$ cat config.mk
export PLATFORM = sky130hd
export DESIGN_NAME = prog_loader_flat
export DESIGN_NICKNAME = d
export VERILOG_FILES = /design/src/rtl/prog_loader_if.sv /design/src/rtl/prog_loader.sv /design/src/flat_wrapper.sv
export SDC_FILE = /design/constraint.sdc
export NUM_CORES = 1
export LEC_CHECK = 0
export ABC_AREA = 1
export CAP_MARGIN = 20
export CORE_MARGIN = 5
export CORE_UTILIZATION = 35
export CTS_BUF_LIST = sky130_fd_sc_hd__clkbuf_8
export DETAILED_ROUTE_END_ITERATION = 6
export GPL_TIMING_DRIVEN = 0
export SLEW_MARGIN = 30
export SYNTH_ARGS = -nofsm -noshare
export SYNTH_HDL_FRONTEND = slang
export SYNTH_SLANG_ARGS = --single-unit
$ cat constraint.sdc
create_clock -name clk -period 2.3 [get_ports clk]
set_input_delay 0.46 -clock clk [delete_from_list [all_inputs] [get_ports clk]]
set_output_delay 0.46 -clock clk [all_outputs]
set_load 0.02 [all_outputs]
$ cat src/rtl/prog_loader_if.sv
`default_nettype none
// ============================================================================
//  Module      : prog_loader_if
//  Description : Byte-stream input handshake and instruction-memory write
//                port bundle for the program loader.
//  Revision    : 1.0 - initial release
// ============================================================================
interface prog_loader_if #(
    parameter int WORD = 32
);
    logic            in_valid;
    logic [7:0]      in_data;
    logic            in_ready;
    logic            mem_wr_en;
    logic [WORD-1:0] mem_wr_addr;
    logic [WORD-1:0] mem_wr_data;

    // Stream source / memory sink side
    modport master (
        output in_valid,
        output in_data,
        input  in_ready,
        input  mem_wr_en,
        input  mem_wr_addr,
        input  mem_wr_data
    );

    // Loader side
    modport slave (
        input  in_valid,
        input  in_data,
        output in_ready,
        output mem_wr_en,
        output mem_wr_addr,
        output mem_wr_data
    );
endinterface
`default_nettype wire

$ cat src/rtl/prog_loader.sv
`default_nettype none
// ============================================================================
//  Module      : prog_loader
//  Description : Receives a length-prefixed, checksummed byte stream, packs
//                it big-endian into words, writes them to instruction memory
//                and holds the CPU in reset until a good image is loaded.
//  Revision    : 1.0 - initial release
// ============================================================================
module prog_loader #(
    parameter int WORD  = 32,
    parameter int DEPTH = 256
) (
    input  wire logic        clk,
    input  wire logic        rst,          // asynchronous, active-low
    input  wire logic        start,
    prog_loader_if.slave     bus,
    output logic             cpu_rst,
    output logic             busy,
    output logic             done,
    output logic             error,
    output logic [15:0]      words_loaded
);

    typedef enum logic [3:0] {
        ST_IDLE   = 4'd0,
        ST_LEN_HI = 4'd1,
        ST_LEN_LO = 4'd2,
        ST_DATA   = 4'd3,
        ST_WRITE  = 4'd4,
        ST_CHK    = 4'd5,
        ST_DONE   = 4'd6,
        ST_ERR    = 4'd7
    } state_t;

    // One extra bit so that a 16-bit count can be compared against DEPTH
    localparam logic [16:0] c_depth = 17'(DEPTH);

    state_t           state_q,    state_d;
    logic [7:0]       len_hi_q,   len_hi_d;
    logic [15:0]      count_q,    count_d;
    logic [15:0]      words_q,    words_d;
    logic [WORD-9:0]  asm_q,      asm_d;       // bytes already received of the current word
    logic [1:0]       byte_cnt_q, byte_cnt_d;
    logic [7:0]       csum_q,     csum_d;
    logic [WORD-1:0]  addr_q,     addr_d;
    logic [WORD-1:0]  data_q,     data_d;

    logic             w_in_ready;
    logic             w_xfer;
    logic [15:0]      w_count;
    logic [15:0]      w_words_inc;
    logic [WORD-1:0]  w_word;

    assign w_in_ready  = (state_q == ST_LEN_HI) || (state_q == ST_LEN_LO) ||
                         (state_q == ST_DATA)   || (state_q == ST_CHK);
    assign w_xfer      = bus.in_valid && w_in_ready;
    assign w_count     = {len_hi_q, bus.in_data};
    assign w_words_inc = words_q + 16'd1;
    assign w_word      = {asm_q, bus.in_data};

    // Next-state and datapath update; everything holds unless a transfer or WRITE occurs
    always_comb begin
        state_d    = state_q;
        len_hi_d   = len_hi_q;
        count_d    = count_q;
        words_d    = words_q;
        asm_d      = asm_q;
        byte_cnt_d = byte_cnt_q;
        csum_d     = csum_q;
        addr_d     = addr_q;
        data_d     = data_q;

        case (state_q)
            ST_IDLE, ST_DONE, ST_ERR: begin
                if (start) begin
                    state_d    = ST_LEN_HI;
                    words_d    = 16'd0;
                    csum_d     = 8'd0;
                    byte_cnt_d = 2'd0;
                end
            end
            ST_LEN_HI: begin
                if (w_xfer) begin
                    len_hi_d = bus.in_data;
                    state_d  = ST_LEN_LO;
                end
            end
            ST_LEN_LO: begin
                if (w_xfer) begin
                    count_d = w_count;
                    if ({1'b0, w_count} > c_depth) begin
                        state_d = ST_ERR;
                    end else if (w_count == 16'd0) begin
                        state_d = ST_CHK;
                    end else begin
                        state_d = ST_DATA;
                    end
                end
            end
            ST_DATA: begin
                if (w_xfer) begin
                    asm_d      = w_word[WORD-9:0];
                    csum_d     = csum_q ^ bus.in_data;
                    byte_cnt_d = byte_cnt_q + 2'd1;
                    if (byte_cnt_q == 2'd3) begin
                        // Capture address and word now so they are stable throughout WRITE
                        state_d = ST_WRITE;
                        addr_d  = WORD'({words_q, 2'b00});
                        data_d  = w_word;
                    end
                end
            end
            ST_WRITE: begin
                words_d = w_words_inc;
                state_d = (w_words_inc < count_q) ? ST_DATA : ST_CHK;
            end
            ST_CHK: begin
                if (w_xfer) begin
                    state_d = (bus.in_data == csum_q) ? ST_DONE : ST_ERR;
                end
            end
            default: begin
                state_d = ST_IDLE;
            end
        endcase
    end

    // State and datapath registers with asynchronous active-low clear
    always_ff @(posedge clk or negedge rst) begin
        if (!rst) begin
            state_q    <= ST_IDLE;
            len_hi_q   <= 8'd0;
            count_q    <= 16'd0;
            words_q    <= 16'd0;
            asm_q      <= '0;
            byte_cnt_q <= 2'd0;
            csum_q     <= 8'd0;
            addr_q     <= '0;
            data_q     <= '0;
        end else begin
            state_q    <= state_d;
            len_hi_q   <= len_hi_d;
            count_q    <= count_d;
            words_q    <= words_d;
            asm_q      <= asm_d;
            byte_cnt_q <= byte_cnt_d;
            csum_q     <= csum_d;
            addr_q     <= addr_d;
            data_q     <= data_d;
        end
    end

    // Status outputs decode straight from the state so reset takes effect immediately
    assign bus.in_ready    = w_in_ready;
    assign bus.mem_wr_en   = (state_q == ST_WRITE);
    assign bus.mem_wr_addr = addr_q;
    assign bus.mem_wr_data = data_q;
    assign busy            = w_in_ready || (state_q == ST_WRITE);
    assign done            = (state_q == ST_DONE);
    assign error           = (state_q == ST_ERR);
    assign cpu_rst         = (state_q != ST_DONE);
    assign words_loaded    = words_q;

endmodule
`default_nettype wire

$ cat src/flat_wrapper.sv
// flat-port wrapper written by rule: the top's interface ports become plain ports
module prog_loader_flat 
#(
    parameter int WORD  = 32,
    parameter int DEPTH = 256
)
  (clk, rst, start, cpu_rst, busy, done, error, words_loaded, bus_in_valid, bus_in_data, bus_in_ready, bus_mem_wr_en, bus_mem_wr_addr, bus_mem_wr_data);
  prog_loader_if #(.WORD(WORD)) bus_i ();
  input  wire logic clk;
  input  wire logic rst;
  input  wire logic start;
  output logic cpu_rst;
  output logic busy;
  output logic done;
  output logic error;
  output logic [15:0] words_loaded;
  input wire logic [$bits(bus_i.in_valid)-1:0] bus_in_valid;
  input wire logic [$bits(bus_i.in_data)-1:0] bus_in_data;
  output wire logic [$bits(bus_i.in_ready)-1:0] bus_in_ready;
  output wire logic [$bits(bus_i.mem_wr_en)-1:0] bus_mem_wr_en;
  output wire logic [$bits(bus_i.mem_wr_addr)-1:0] bus_mem_wr_addr;
  output wire logic [$bits(bus_i.mem_wr_data)-1:0] bus_mem_wr_data;
  assign bus_i.in_valid = bus_in_valid;
  assign bus_i.in_data = bus_in_data;
  assign bus_in_ready = bus_i.in_ready;
  assign bus_mem_wr_en = bus_i.mem_wr_en;
  assign bus_mem_wr_addr = bus_i.mem_wr_addr;
  assign bus_mem_wr_data = bus_i.mem_wr_data;
  prog_loader #(.WORD(WORD), .DEPTH(DEPTH)) u_core (.clk(clk), .rst(rst), .start(start), .bus(bus_i), .cpu_rst(cpu_rst), .busy(busy), .done(done), .error(error), .words_loaded(words_loaded));
endmodule
Fig. 1: run 1, routing congestion map
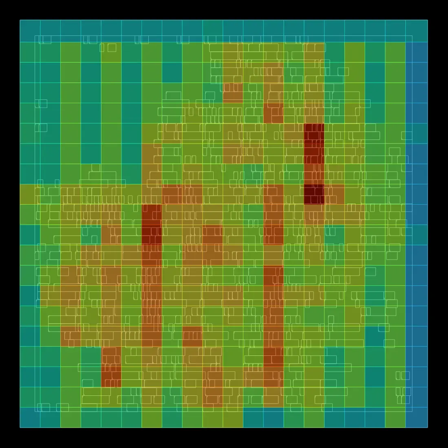
GRT Max-Usage Layer: met2
Post-Route Utilization: 0.475
Routed WL per cell: 13.9 µm
met1 GRT Util: 0.211

Fig. 2: run 1, gate-type map
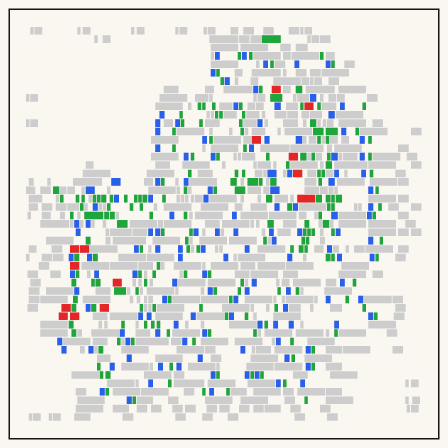
XOR/XNOR gates -> red  # cells 14, most used xnor2_1
inverting AOI/OAI gates -> blue  # cells 132, most used o21ai_0
NAND gates -> green  # cells 188, most used nand2_1

Fig. 3: run 1, signal wires by layer
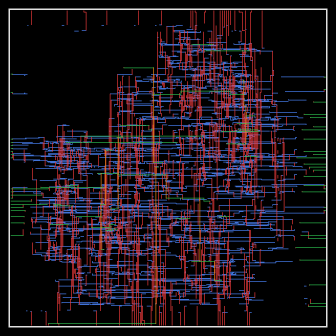
met4 -> orange  # wire length 274 µm
met1 -> blue  # wire length 6880 µm
met3 -> green  # wire length 767 µm
met2 -> red  # wire length 6360 µm

Fig. 4: run 1, local utilization
The die is cut into 14 by 14 equal tiles; white is low, dark blue is high, 0 to 100% covered.
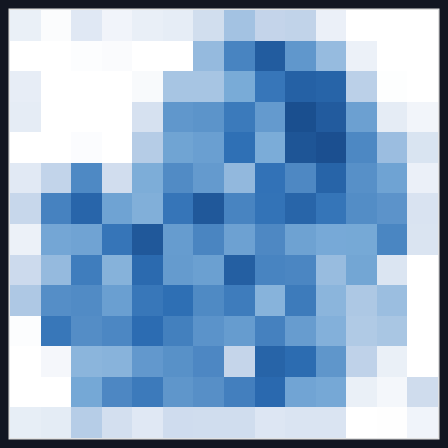
tiles over 75% full = 9.2%
emptiest ninth of the die = upper left
fullest tile = 88%
densest ninth of the die = center
nearly empty tiles = 17%

==> results.tsv, run 1 <==
stage	metric	value	unit
global_route	grt_max_degree	74	
setup_path	arrival	2680	ps
synthesis	async_flop_share	1.00	
timing	setup_viol	1	
flow_run	warning_count	28	
layout	area_growth	34.6	%
timing	max_slew.worst_pin.slew	563	ps
route	wl_met1	6880	µm
layout	area_dominant_class	sequential cells	
worst_hold_path	hold_depth	2	
clocking	cts_tree	built	
synthesis	common_cells	nand2_1 (153), dfrtp_1 (125), o21ai_0 (99), inv_1 (85), nor2_1 (32)	
floorplan	io_pins	98	
run_status	status	complete, but fails checks	
synthesis	mux_share	0.0182	
layout	signal_buffers	144	
clocking	cts_sinks	125	
power	pg_clk	2.18	mW
setup_path	timing.critical_path.buf_inv	3	
timing	clock.fmax	433	MHz
power	power_per_cell_area	1020	mW/mm²
run_status	violations	negative setup slack	
setup_path	rrSetupSlack	-8	ps
setup_path	endpoint_kind	flop	
timing	setup_slack	-8.28	ps
route	maxUsedRoutingLayer	met4	
setup_path	crit_fanout	4	
setup_path	endpoint	u_core.state_q[2]	
route	detail-route-antenna-nets	0	
layout	largest_register_ffs	32	
synthesis	aoi_share	0.117	
global_route	overflow	0	
timing	slew_violations	0	
route	drc	0	
timing	finalHoldViolations	0	
setup_path	crit_chain	ha_4 > nand2_4 > nor2_4 > inv_2 > nor2_4 > nand3_2 > nor2_2 > nand2_1 > nand2_2 > inv_2 > ha_4 > nand2_2 > inv_2 > o21ai_2 > a21oi_2 > nor2_2 > nand2_1 > nand2_2 > a21oi_2	
setup_path	slowest_delay	430	ps
--- run 2 (diff from run 1) ---
--- a/config.mk
+++ b/config.mk
@@ -6,6 +6,7 @@
 export NUM_CORES = 1
 export LEC_CHECK = 0
 export ABC_AREA = 1
+export ABC_CLOCK_PERIOD_IN_PS = 2300
 export CAP_MARGIN = 20
 export CORE_MARGIN = 5
 export CORE_UTILIZATION = 35
Fig. 5: run 2, met2 routing
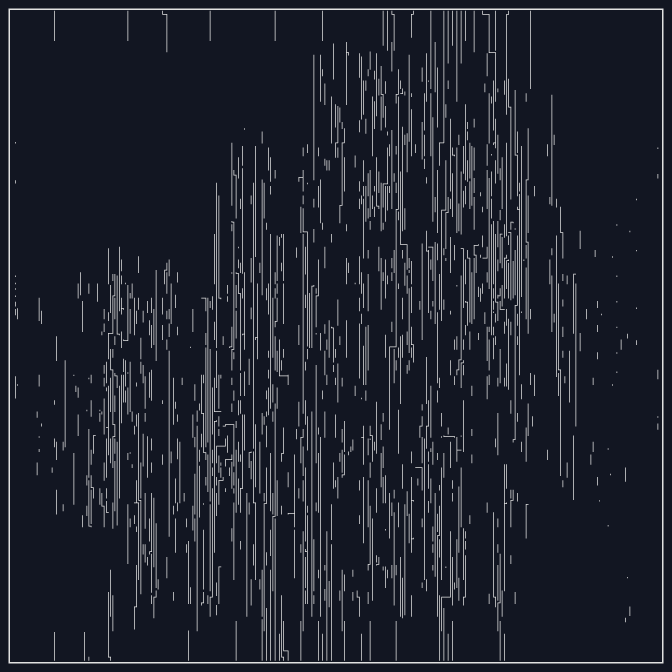
nets with wire on the layer = 654
longest straight run = 56.4 µm
share of all routed wire = 45%
main direction = vertical

==> run 2 against run 1 <==
The run still ends with negative setup slack left. Flip-flop count stayed put. Critical path type unchanged. Non-clock buffer count did not move. Via count stayed put. Core utilization is the same. Register-to-register slack about the same. Largest power group unchanged. Total power unchanged. Clock power about the same. Synthesized cell count unchanged. Setup slack is the same. Clock skew is the same.
==> results.tsv, run 2 <==
stage	metric	value	unit	change
route	wl_met1	6880	µm	unchanged
global_route	grt_max_degree	74		unchanged
setup_path	crit_chain	ha_4 > nand2_4 > nor2_4 > inv_2 > nor2_4 > nand3_2 > nor2_2 > nand2_1 > nand2_2 > inv_2 > ha_4 > nand2_2 > inv_2 > o21ai_2 > a21oi_2 > nor2_2 > nand2_1 > nand2_2 > a21oi_2		
global_route	overflow	0		unchanged
power	pg_clk	2.18	mW	about the same
timing	setup_slack	-8.28	ps	unchanged
floorplan	fp_util	0.353		
synthesis	aoi_share	0.117		unchanged
synthesis	mux_share	0.0182		unchanged
timing	setup_viol	1		unchanged
power	power_per_cell_area	1020	mW/mm²	unchanged
route	detail-route-antenna-nets	0		unchanged
timing	finalHoldViolations	0		unchanged
timing	max_slew.worst_pin.slew	563	ps	unchanged
setup_path	endpoint_kind	flop		
setup_path	timing.rr.start	u_core.words_loaded[0]		
setup_path	slowest_delay	430	ps	about the same
run_status	status	complete, but fails checks		
route	maxUsedRoutingLayer	met4		
layout	area_growth	34.6	%	unchanged
flow_run	warning_count	28		unchanged
synthesis	common_cells	nand2_1 (153), dfrtp_1 (125), o21ai_0 (99), inv_1 (85), nor2_1 (32)		
worst_hold_path	hold_depth	2		unchanged
setup_path	timing.critical_path.buf_inv	3		unchanged
layout	area_dominant_class	sequential cells		
setup_path	arrival	2680	ps	about the same
layout	signal_buffers	144		unchanged
route	wl_met2	6360	µm	
layout	post-route-util	0.475		unchanged
timing	slew_violations	0		unchanged
clocking	cts_tree	built		
run_status	violations	negative setup slack		
setup_path	critPathLaunch	u_core.words_loaded[0]		
route	wire_per_inst	13.9	µm	unchanged
synthesis	async_flop_share	1.00		unchanged
clocking	cts_sinks	125		unchanged
setup_path	crit_fanout	4		unchanged
timing	clock.fmax	433	MHz	unchanged
layout	largest_register_ffs	32		unchanged
Fig. 6: run 2, routing congestion map
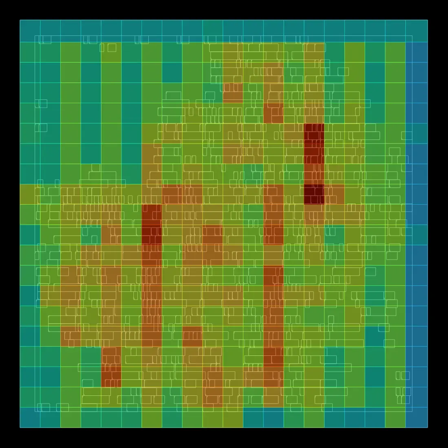
M2 GR Usage: 0.223
Global Route met3 Usage: 0.0424
GRT Overall Usage: 0.150

--- run 3 (diff from run 2) ---
--- a/config.mk
+++ b/config.mk
@@ -8,11 +8,12 @@
 export ABC_AREA = 1
 export ABC_CLOCK_PERIOD_IN_PS = 2300
 export CAP_MARGIN = 20
-export CORE_MARGIN = 5
+export CORE_MARGIN = 2
 export CORE_UTILIZATION = 35
 export CTS_BUF_LIST = sky130_fd_sc_hd__clkbuf_8
 export DETAILED_ROUTE_END_ITERATION = 6
 export GPL_TIMING_DRIVEN = 0
+export PLACE_DENSITY_LB_ADDON = 0.2
 export SLEW_MARGIN = 30
 export SYNTH_ARGS = -nofsm -noshare
 export SYNTH_HDL_FRONTEND = slang
Fig. 7: run 3, signal wires by layer
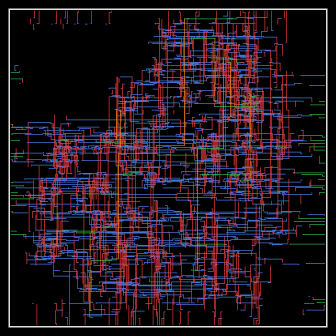
met2 -> red  # wire length 6620 µm
met1 -> blue  # wire length 7000 µm
met4 -> orange  # wire length 369 µm
met3 -> green  # wire length 637 µm

==> run 3 against run 2 <==
The flow now finishes without violations. Wire length up 2.5%. First-iteration DRC count up 50%. Setup slack better by 22 ps.
==> results.tsv, run 3 <==
stage	metric	value	unit	change
clocking	cts_tree	built		
clocking	cts_sinks	125		unchanged
global_route	overflow	0		unchanged
synthesis	edf_count	0		
timing	min_period	2290	ps	
power	switchingPower	2.82	mW	
route	wl_met2	6620	µm	+4.2%
timing	setup_viol	0		-1
global_route	grt_max_degree	74		unchanged
setup_path	timing.critical_path.buf_inv	3		unchanged
timing	finalHoldViolations	0		unchanged
route	maxUsedRoutingLayer	met4		
worst_hold_path	hold_depth	2		unchanged
setup_path	slowest_delay	410	ps	-20 ps
setup_path	crit_fanout	3		-1
timing	clock.fmax	437	MHz	+0.95%
setup_path	worstSetupPathDepth	16		
synthesis	mux_share	0.0182		unchanged
setup_path	critPathLaunch	u_core.words_loaded[1]		
layout	post-route-util	0.478		+0.00263
run_status	status	complete, no violations		
power	pg_clk	2.29	mW	+5%
power	power_per_cell_area	1030	mW/mm²	+1.7%
setup_path	timing.rr.start	u_core.words_loaded[1]		
layout	fin_nets	823		
power	comb_power	2.62	mW	
timing	max_slew.worst_pin.slew	575	ps	+12.4 ps
flow_run	warning_count	28		unchanged
setup_path	arrival	2650	ps	-30 ps
layout	largest_register_ffs	32		unchanged
layout	final-seq-area	0.00314	mm²	
timing	setup_slack	13.5	ps	+21.8 ps
layout	area_dominant_class	sequential cells		
synthesis	common_cells	nand2_1 (153), dfrtp_1 (125), o21ai_0 (99), inv_1 (85), nor2_1 (32)		
Fig. 8: run 3, routing congestion map
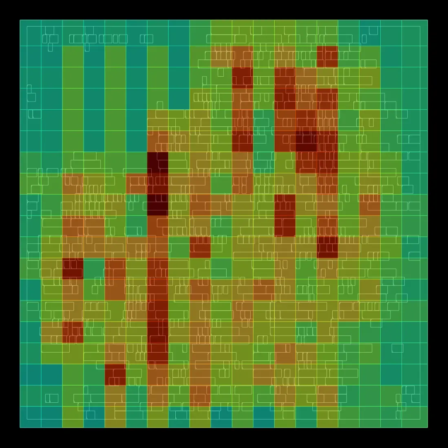
Global Route met3 Usage: 0.0372
GRT Overall Usage: 0.170
Routed WL per cell: 14.2 µm
M2 GR Usage: 0.263
met1 GRT Util: 0.234

Power and IR drop assume default switching activity.
